### src/rtl/pwm_dac_multi_pkg.sv
// Shared definitions for the multi-channel PWM DAC.
// Everything derived from the parameters is computed by these helpers, so the
// top level and the channel module size their registers the same way.
//   ptr_width(depth) : FIFO pointer width, index bits plus one wrap bit
//   div_width(sdiv)  : width of the sample-rate divider
//   cnt_width(width) : width of the shared period counter
//   is_pow2(v)       : FIFO depth legality check (power of two, >= 2)
package pwm_dac_multi_pkg;

  function automatic int ptr_width(input int depth);
    return $clog2(depth) + 1;
  endfunction

  function automatic int div_width(input int sdiv);
    return $clog2(sdiv) + 1;
  endfunction

  function automatic int cnt_width(input int width);
    return width;
  endfunction

  function automatic bit is_pow2(input int v);
    return (v >= 2) && ((v & (v - 1)) == 0);
  endfunction

endpackage

### src/rtl/pwm_dac_channel.sv
// One PWM DAC channel: sample FIFO, duty register, compare flop and sticky
// underrun flag. The shared period counter and the load strobe come from the
// top level so all channels switch duty on the same period boundary.
// Ports:
//   clk, rst_n      clock, asynchronous active-low reset
//   en              run enable (pwm forced low when 0)
//   cnt             shared period counter
//   load            period boundary strobe: pop a sample into duty
//   wr_valid/ready  sample write handshake; push when both are 1
//   wr_data         sample written into the FIFO
//   clr_underrun    clears the underrun flag (a same-cycle set wins)
//   pwm             registered PWM output
//   underrun        sticky flag: a boundary found the FIFO empty
module pwm_dac_channel
  import pwm_dac_multi_pkg::*;
#(
  parameter int WIDTH      = 12,
  parameter int FIFO_DEPTH = 4
) (
  input  logic             clk,
  input  logic             rst_n,
  input  logic             en,
  input  logic [WIDTH-1:0] cnt,
  input  logic             load,
  input  logic             wr_valid,
  input  logic [WIDTH-1:0] wr_data,
  output logic             wr_ready,
  input  logic             clr_underrun,
  output logic             pwm,
  output logic             underrun
);

  localparam int PW = ptr_width(FIFO_DEPTH);
  localparam int AW = PW - 1;

  logic [WIDTH-1:0] mem [FIFO_DEPTH];
  logic [PW-1:0]    wr_ptr;
  logic [PW-1:0]    rd_ptr;
  logic [WIDTH-1:0] duty;
  logic             full;
  logic             empty;
  logic             push;
  logic             pop;

  // Equal pointers mean empty; equal index with differing wrap bit means full.
  assign empty = (wr_ptr == rd_ptr);
  assign full  = (wr_ptr[PW-1] != rd_ptr[PW-1]) &&
                 (wr_ptr[AW-1:0] == rd_ptr[AW-1:0]);

  // Not ready while in reset, so nothing is pushed before the FIFO is live.
  assign wr_ready = rst_n && !full;
  assign push     = wr_valid && wr_ready;
  // Emptiness is judged before this cycle's push, so a push landing on an
  // empty FIFO at a boundary is stored but not popped.
  assign pop      = load && !empty;

  always_ff @(posedge clk) begin
    if (push) mem[wr_ptr[AW-1:0]] <= wr_data;
  end

  always_ff @(posedge clk or negedge rst_n) begin
    if (!rst_n) begin
      wr_ptr   <= '0;
      rd_ptr   <= '0;
      duty     <= '0;
      pwm      <= 1'b0;
      underrun <= 1'b0;
    end else begin
      if (push) wr_ptr <= wr_ptr + PW'(1);
      if (pop) begin
        rd_ptr <= rd_ptr + PW'(1);
        duty   <= mem[rd_ptr[AW-1:0]];
      end
      pwm <= en && (cnt < duty);
      if (load && empty) underrun <= 1'b1;
      else if (clr_underrun) underrun <= 1'b0;
    end
  end

endmodule

### src/rtl/pwm_dac_multi.sv
// Multi-channel PWM audio DAC. A shared period counter (2^WIDTH cycles) and a
// sample-rate divider produce one load boundary every SAMPLE_DIV periods; at
// that boundary every channel pops its next sample into its duty register.
// Ports:
//   clk, rst_n    clock, asynchronous active-low reset
//   en            run enable; when 0 counter/divider sit at 0 and pwm is low
//   wr_valid      per-channel sample valid
//   wr_data       packed samples, channel i = [i*WIDTH +: WIDTH]
//   wr_ready      per-channel FIFO not full (0 during reset)
//   clr_underrun  clears all underrun flags
//   pwm           registered PWM outputs
//   underrun      sticky per-channel underrun flags
//   sample_tick   one-cycle pulse the cycle after each load boundary
// Handshake: a sample is transferred on a clock edge where wr_valid[i] and
// wr_ready[i] are both 1; wr_ready does not depend on wr_valid.
module pwm_dac_multi
  import pwm_dac_multi_pkg::*;
#(
  parameter int WIDTH      = 12,
  parameter int CHANNELS   = 2,
  parameter int FIFO_DEPTH = 4,
  parameter int SAMPLE_DIV = 1
) (
  input  logic                      clk,
  input  logic                      rst_n,
  input  logic                      en,
  input  logic [CHANNELS-1:0]       wr_valid,
  input  logic [CHANNELS*WIDTH-1:0] wr_data,
  output logic [CHANNELS-1:0]       wr_ready,
  input  logic                      clr_underrun,
  output logic [CHANNELS-1:0]       pwm,
  output logic [CHANNELS-1:0]       underrun,
  output logic                      sample_tick
);

  localparam int CW = cnt_width(WIDTH);
  localparam int DW = div_width(SAMPLE_DIV);
  localparam logic [CW-1:0] CNT_LAST = '1;
  localparam logic [DW-1:0] DIV_LAST = DW'(SAMPLE_DIV - 1);

  if (!is_pow2(FIFO_DEPTH)) begin : g_bad_depth
    $error("pwm_dac_multi: FIFO_DEPTH must be a power of two and >= 2");
  end

  logic [CW-1:0] cnt;
  logic [DW-1:0] div;
  logic          load;

  assign load = en && (cnt == CNT_LAST) && (div == DIV_LAST);

  always_ff @(posedge clk or negedge rst_n) begin
    if (!rst_n) begin
      cnt         <= '0;
      div         <= '0;
      sample_tick <= 1'b0;
    end else begin
      sample_tick <= load;
      if (!en) begin
        cnt <= '0;
        div <= '0;
      end else begin
        cnt <= cnt + CW'(1);
        if (cnt == CNT_LAST) div <= (div == DIV_LAST) ? '0 : div + DW'(1);
      end
    end
  end

  for (genvar i = 0; i < CHANNELS; i++) begin : g_ch
    pwm_dac_channel #(
      .WIDTH      (WIDTH),
      .FIFO_DEPTH (FIFO_DEPTH)
    ) u_ch (
      .clk          (clk),
      .rst_n        (rst_n),
      .en           (en),
      .cnt          (cnt),
      .load         (load),
      .wr_valid     (wr_valid[i]),
      .wr_data      (wr_data[i*WIDTH +: WIDTH]),
      .wr_ready     (wr_ready[i]),
      .clr_underrun (clr_underrun),
      .pwm          (pwm[i]),
      .underrun     (underrun[i])
    );
  end

endmodule

### config.mk
export PLATFORM = sky130hd
export DESIGN_NAME = pwm_dac_multi
export DESIGN_NICKNAME = d
export VERILOG_FILES = /design/src/rtl/pwm_dac_multi_pkg.sv /design/src/rtl/pwm_dac_channel.sv /design/src/rtl/pwm_dac_multi.sv
export SDC_FILE = /design/constraint.sdc
export NUM_CORES = 1
export LEC_CHECK = 0
export CAP_MARGIN = 30
export CORE_MARGIN = 1.5
export CORE_UTILIZATION = 30
export CTS_BUF_LIST = sky130_fd_sc_hd__clkbuf_4 sky130_fd_sc_hd__clkbuf_8
export DETAILED_ROUTE_END_ITERATION = 16
export GPL_TIMING_DRIVEN = 0
export PLACE_DENSITY = 0.57
export SYNTH_ARGS = -nofsm -noshare
export SYNTH_HDL_FRONTEND = slang
export SYNTH_HIERARCHICAL = 1
export SYNTH_SLANG_ARGS = --single-unit
### constraint.sdc
create_clock -name clk -period 2.7 [get_ports clk]
set_input_delay 0.27 -clock clk [delete_from_list [all_inputs] [get_ports clk]]
set_output_delay 0.27 -clock clk [all_outputs]
set_load 0.02 [all_outputs]
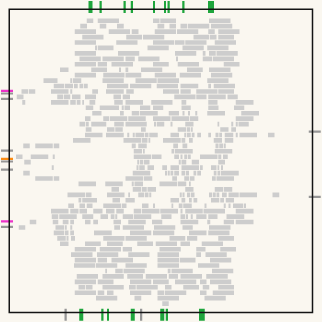
Figure 1: ports around the boundary.
Scale: 2 px per um. Pins as bars across the die edge, other pins in grey.
| port | colour | pins | direction | edge |
|---|---|---|---|---|
| `wr_data` | green | 24 | input | 12 top, 12 bottom |
| `sample_tick` | orange | 1 | output | left |
| `wr_valid` | magenta | 2 | input | left |
all pins by edge: 14 bottom, 12 top, 9 left, 2 right

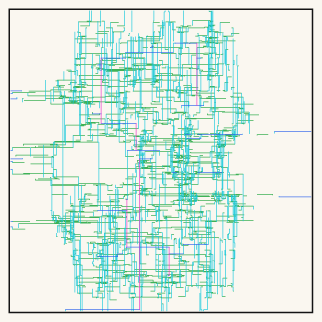
Figure 2: routed metal, one colour a layer.
Scale: 2 px per um.
| layer | colour | wire length |
|---|---|---|
| metal 4 | magenta | 191 um |
| metal 1 | green | 4,870 um |
| metal 3 | blue | 313 um |
| metal 2 | cyan | 5,860 um |

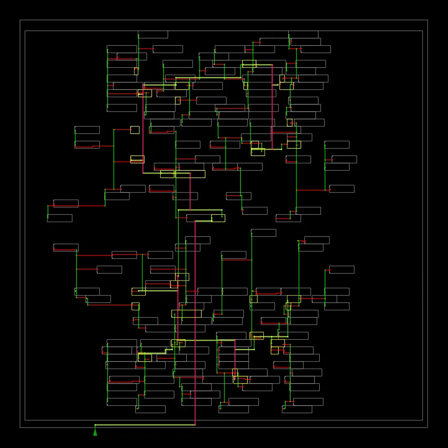
Figure 3: clock routing.
flip-flops: 149
count of clock tree sinks: 149
clock buffer count from CTS: 17
Clock Power: 0.00162 W

==> run_results.csv <==
group,metric,value,unit
run_status,status,"finished, final reports clean",
flow_run,max_cap_viol_count,0,
route,drcViolationCount,0,
global_route,grt_pass1_vias,3684,
cts,count_of_instances_resized_after_the_clock_tree_is_built,0,
synthesis,yosysSeqAreaShare,64.1,%
global_route,global_route.usage.total,11.1,%
final_timing,final_min_period_over_clock_period,95.1,%
final_timing,report.final.hold_viol_count,0,
route,antenna_left,0,
min_path,worstHoldPathType,"in2reg",
route,drt-total-wl,11200,um
setup_path,critPathLaunchType,"flop",
cts,clock-root-buffer,"clkbuf_8",
setup_path,worst-r2r-cell-count,5,
setup_path,critical_path.endpoint_type,"output pin",
synthesis,area_leader_netlist,"edfxtp_1",
floorplanning,fp_util,30.9,%
cts,post_cts.repair.setup_buffers,0,
synthesis,synth_stat.cells,390,
placed_design,port_buffers,36,
floorplanning,placeableCoreArea,21200,sq um
final_timing,finalSetupViolations,0,
placed_design,placed_wire_length_estimate_after_detailed_placement,7680,um
synthesis,synth-warning-count,6,
route,vias_per_inst,4.58,
synthesis,synth_nets,453,
global_route,pin_count_of_the_biggest_net_entering_global_routing,31,
synthesis,top_cells_by_area,"edfxtp_1 44%, dfrtp_1 20%, mux4_2 8.2%",
min_path,min_delay_worst_endpoint,"g_ch[0].u_ch/mem[2][4]",
setup_path,timing.rr.end,"g_ch[1].u_ch/mem[2][7]",
finish,antennaDiodeCount,0,
cts,tritoncts,"done",
final_timing,rsz0062_at_grt,"false",
setup_path,worstPathArrival,2.30,ns
min_path,holdCritStartpoint,"wr_data[4]",
setup_path,critPathRequiredTime,2.43,ns
route,vias_after_detailed_routing,3374,
flow_run,warnings,32,
power_and_ir_drop,p_leak,2.94,nW
power_and_ir_drop,overall_power,0.00496,W
cts,htreeDepth,4,
final_timing,worst_slew_pin_tran,0.686,ns
final_timing,timing.setup.tns,0,ns
final_timing,slew_limit_fails,0,
route,first_iter_violations,144,
floorplanning,fp.dieW,151,um
global_route,grt_overflow_total,0,
floorplanning,die.size.y,151,um
final_timing,clock-skew-final,0.0120,ns
floorplanning,floorplan.io_pins,37,
synthesis,post_syn_instances,390,
cts,clk_transition_reported_paths,0.08,ns
finish,sequential_cell_area,4210,sq um
synthesis,synth.cell_area,6560,sq um
global_route,grt_first_pass_wirelength,18800,um
synthesis,synth-area-yosys,6560,sq um
final_timing,final.hold.worst_slack,0.458,ns
finish,layout.area.comb,2130,sq um
power_and_ir_drop,vdd_ir_drop_max,0.268,mV
cts,clk_path_buf_depth,2,
synthesis,netlist-cell-type-count,38,
global_route,grt_antenna_before_repair,0,
placed_design,gp_congestion,0.739,
cts,cts_hold_buf,2,
setup_path,regToRegSetupSlack,0.47,ns
route,dr.pass1.iters,4,
synthesis,synthesis.area_per_instance,16.8,sq um
setup_path,timing.critical_path.fanout_max,5,
setup_path,critPathKind,"reg2out",
setup_path,crit_start,"g_ch[0].u_ch/rd_ptr[0]",
route,routed_wire_length_per_instance,15.2,um
finish,number_of_fill_cells,1997,
floorplanning,area_of_the_chip,22800,sq um
synthesis,synth_top_area_share,43.9,%
synthesis,numSynthFlops,149,
final_timing,max_freq,0.390,GHz
finish,area_delta_synth_final,17.4,%
setup_path,timing.rr.start,"g_ch[1].u_ch/rd_ptr[0]",
power_and_ir_drop,pwr_density_cell,644,nW/um^2
cts,worst_skew_pair.late_latency,0.45,ns
floorplanning,placementRows,53,
finish,drive_above_1_share,23.8,%
final_timing,final.min_clock_period,2.57,ns
finish,num-nets-final,512,
sequential cells by signal, indices dropped and copies added (netlist names):
| name | flops |
|---|---|
| cnt | 12 |
| g_ch.u_ch/duty | 24 |
| g_ch.u_ch/mem | 96 |
| g_ch.u_ch/pwm | 2 |
| g_ch.u_ch/rd_ptr | 6 |
| g_ch.u_ch/underrun | 2 |
| g_ch.u_ch/wr_ptr | 6 |
| sample_tick | 1 |
per-layer routing:
metal / up-vias / wire, um / track usage, %
li1: 1593 / - / -
met1: 1717 / 4870 / 13.4
met2: 47 / 5860 / 18.7
met3: 17 / 312 / 2.95
met4: 0 / 191 / 5.10
met5: - / 0 / 0
stage by stage:
| step | instance area (sq um) | setup slack (ns) | std cells | utilization [%] |
|---|---|---|---|---|
| finish | 7700 | 0.133 | 737 | 36.3 |
| global route | 7700 | 0.00240 | 737 | 36.3 |
| CTS | 7700 | 0.0799 | 737 | 36.3 |
| detailed placement | 7300 | 0.346 | 703 | 34.4 |
| global placement | 7270 | -1.50 | 701 | 34.2 |
| floorplan | 6560 | 0.186 | 390 | - |
cell usage in the layout (no fill, tap or decap), types with 3 or more instances in the layout:
cell / count
mux4_2: 24
nor2_1: 6
nand3_1: 4
dfrtp_1: 53
xor2_1: 7
clkbuf_8: 17
clkbuf_1: 3
clkdlybuf4s50_1: 35
xnor2_1: 10
clkinvlp_4: 5
nand2b_1: 4
nand3_2: 4
buf_6: 5
clkinv_2: 5
mux2_4: 18
or4_1: 4
inv_1: 35
edfxtp_1: 96
o31ai_1: 4
and3_1: 6
mux2_2: 10
nand4_1: 7
nand2_1: 7
a21oi_1: 13
o21ai_0: 5
ha_1: 33
nor4_1: 4
cell usage after synthesis, drive strengths merged:
cell     instances
clkbuf           3
xor2             9
nand2            7
and3             6
nor3             2
and2             3
or4              4
buf              7
o21ai            5
a21o             2
nor2             8
dfrtp           53
a22o             2
o21a             2
o31ai            6
a2111oi          2
a21oi           13
nand3            8
nor4             5
edfxtp          96
nand4            8
nand2b           4
or3              5
ha              33
mux4            24
inv             35
xnor2           10
mux2            28
kinds of logic (layout without fill, tap and decap cells):
logic type,after synthesis,in the layout,share of synthesized area [%]
AOI/OAI and AO/OA,32,32,3.47
xor gates and xnor gates,19,19,2.77
adders and majority gates,33,33,6.29
buffers and inverters,45,117,3.49
DFF,149,149,64.1
muxes,52,52,14.1
and+or+nand+nor,60,60,5.76
critical path: stages, from the launching register on:
cell	delay, ns
dfrtp_1	0.40
buf_6	0.15
xor2_1	0.33
or3_4	0.22
and2_4	0.16
clkdlybuf4s50_1	0.60
final cells by class:
type                       count  share of cell area [%]
inverter                      35                    1.71
timing repair buffer          40                    5.46
clock buffer                  17                    3.04
tap                          275                    4.47
multi-input combinational    196                    27.6
buffer                        10                    1.27
sequential                   149                    54.6
clock inverter                15                    1.80
where the power goes:
part / leakage (nW) / switching, W / total (W) / internal (W)
logic: 1.16 / 0.000322 / 0.000581 / 0.000259
clock network: 0.178 / 0.000814 / 0.00162 / 0.000805
registers: 1.60 / 0.000110 / 0.00276 / 0.00265
total: 2.94 / 0.00125 / 0.00496 / 0.00372
Power is estimated from default activity; no workload was simulated.
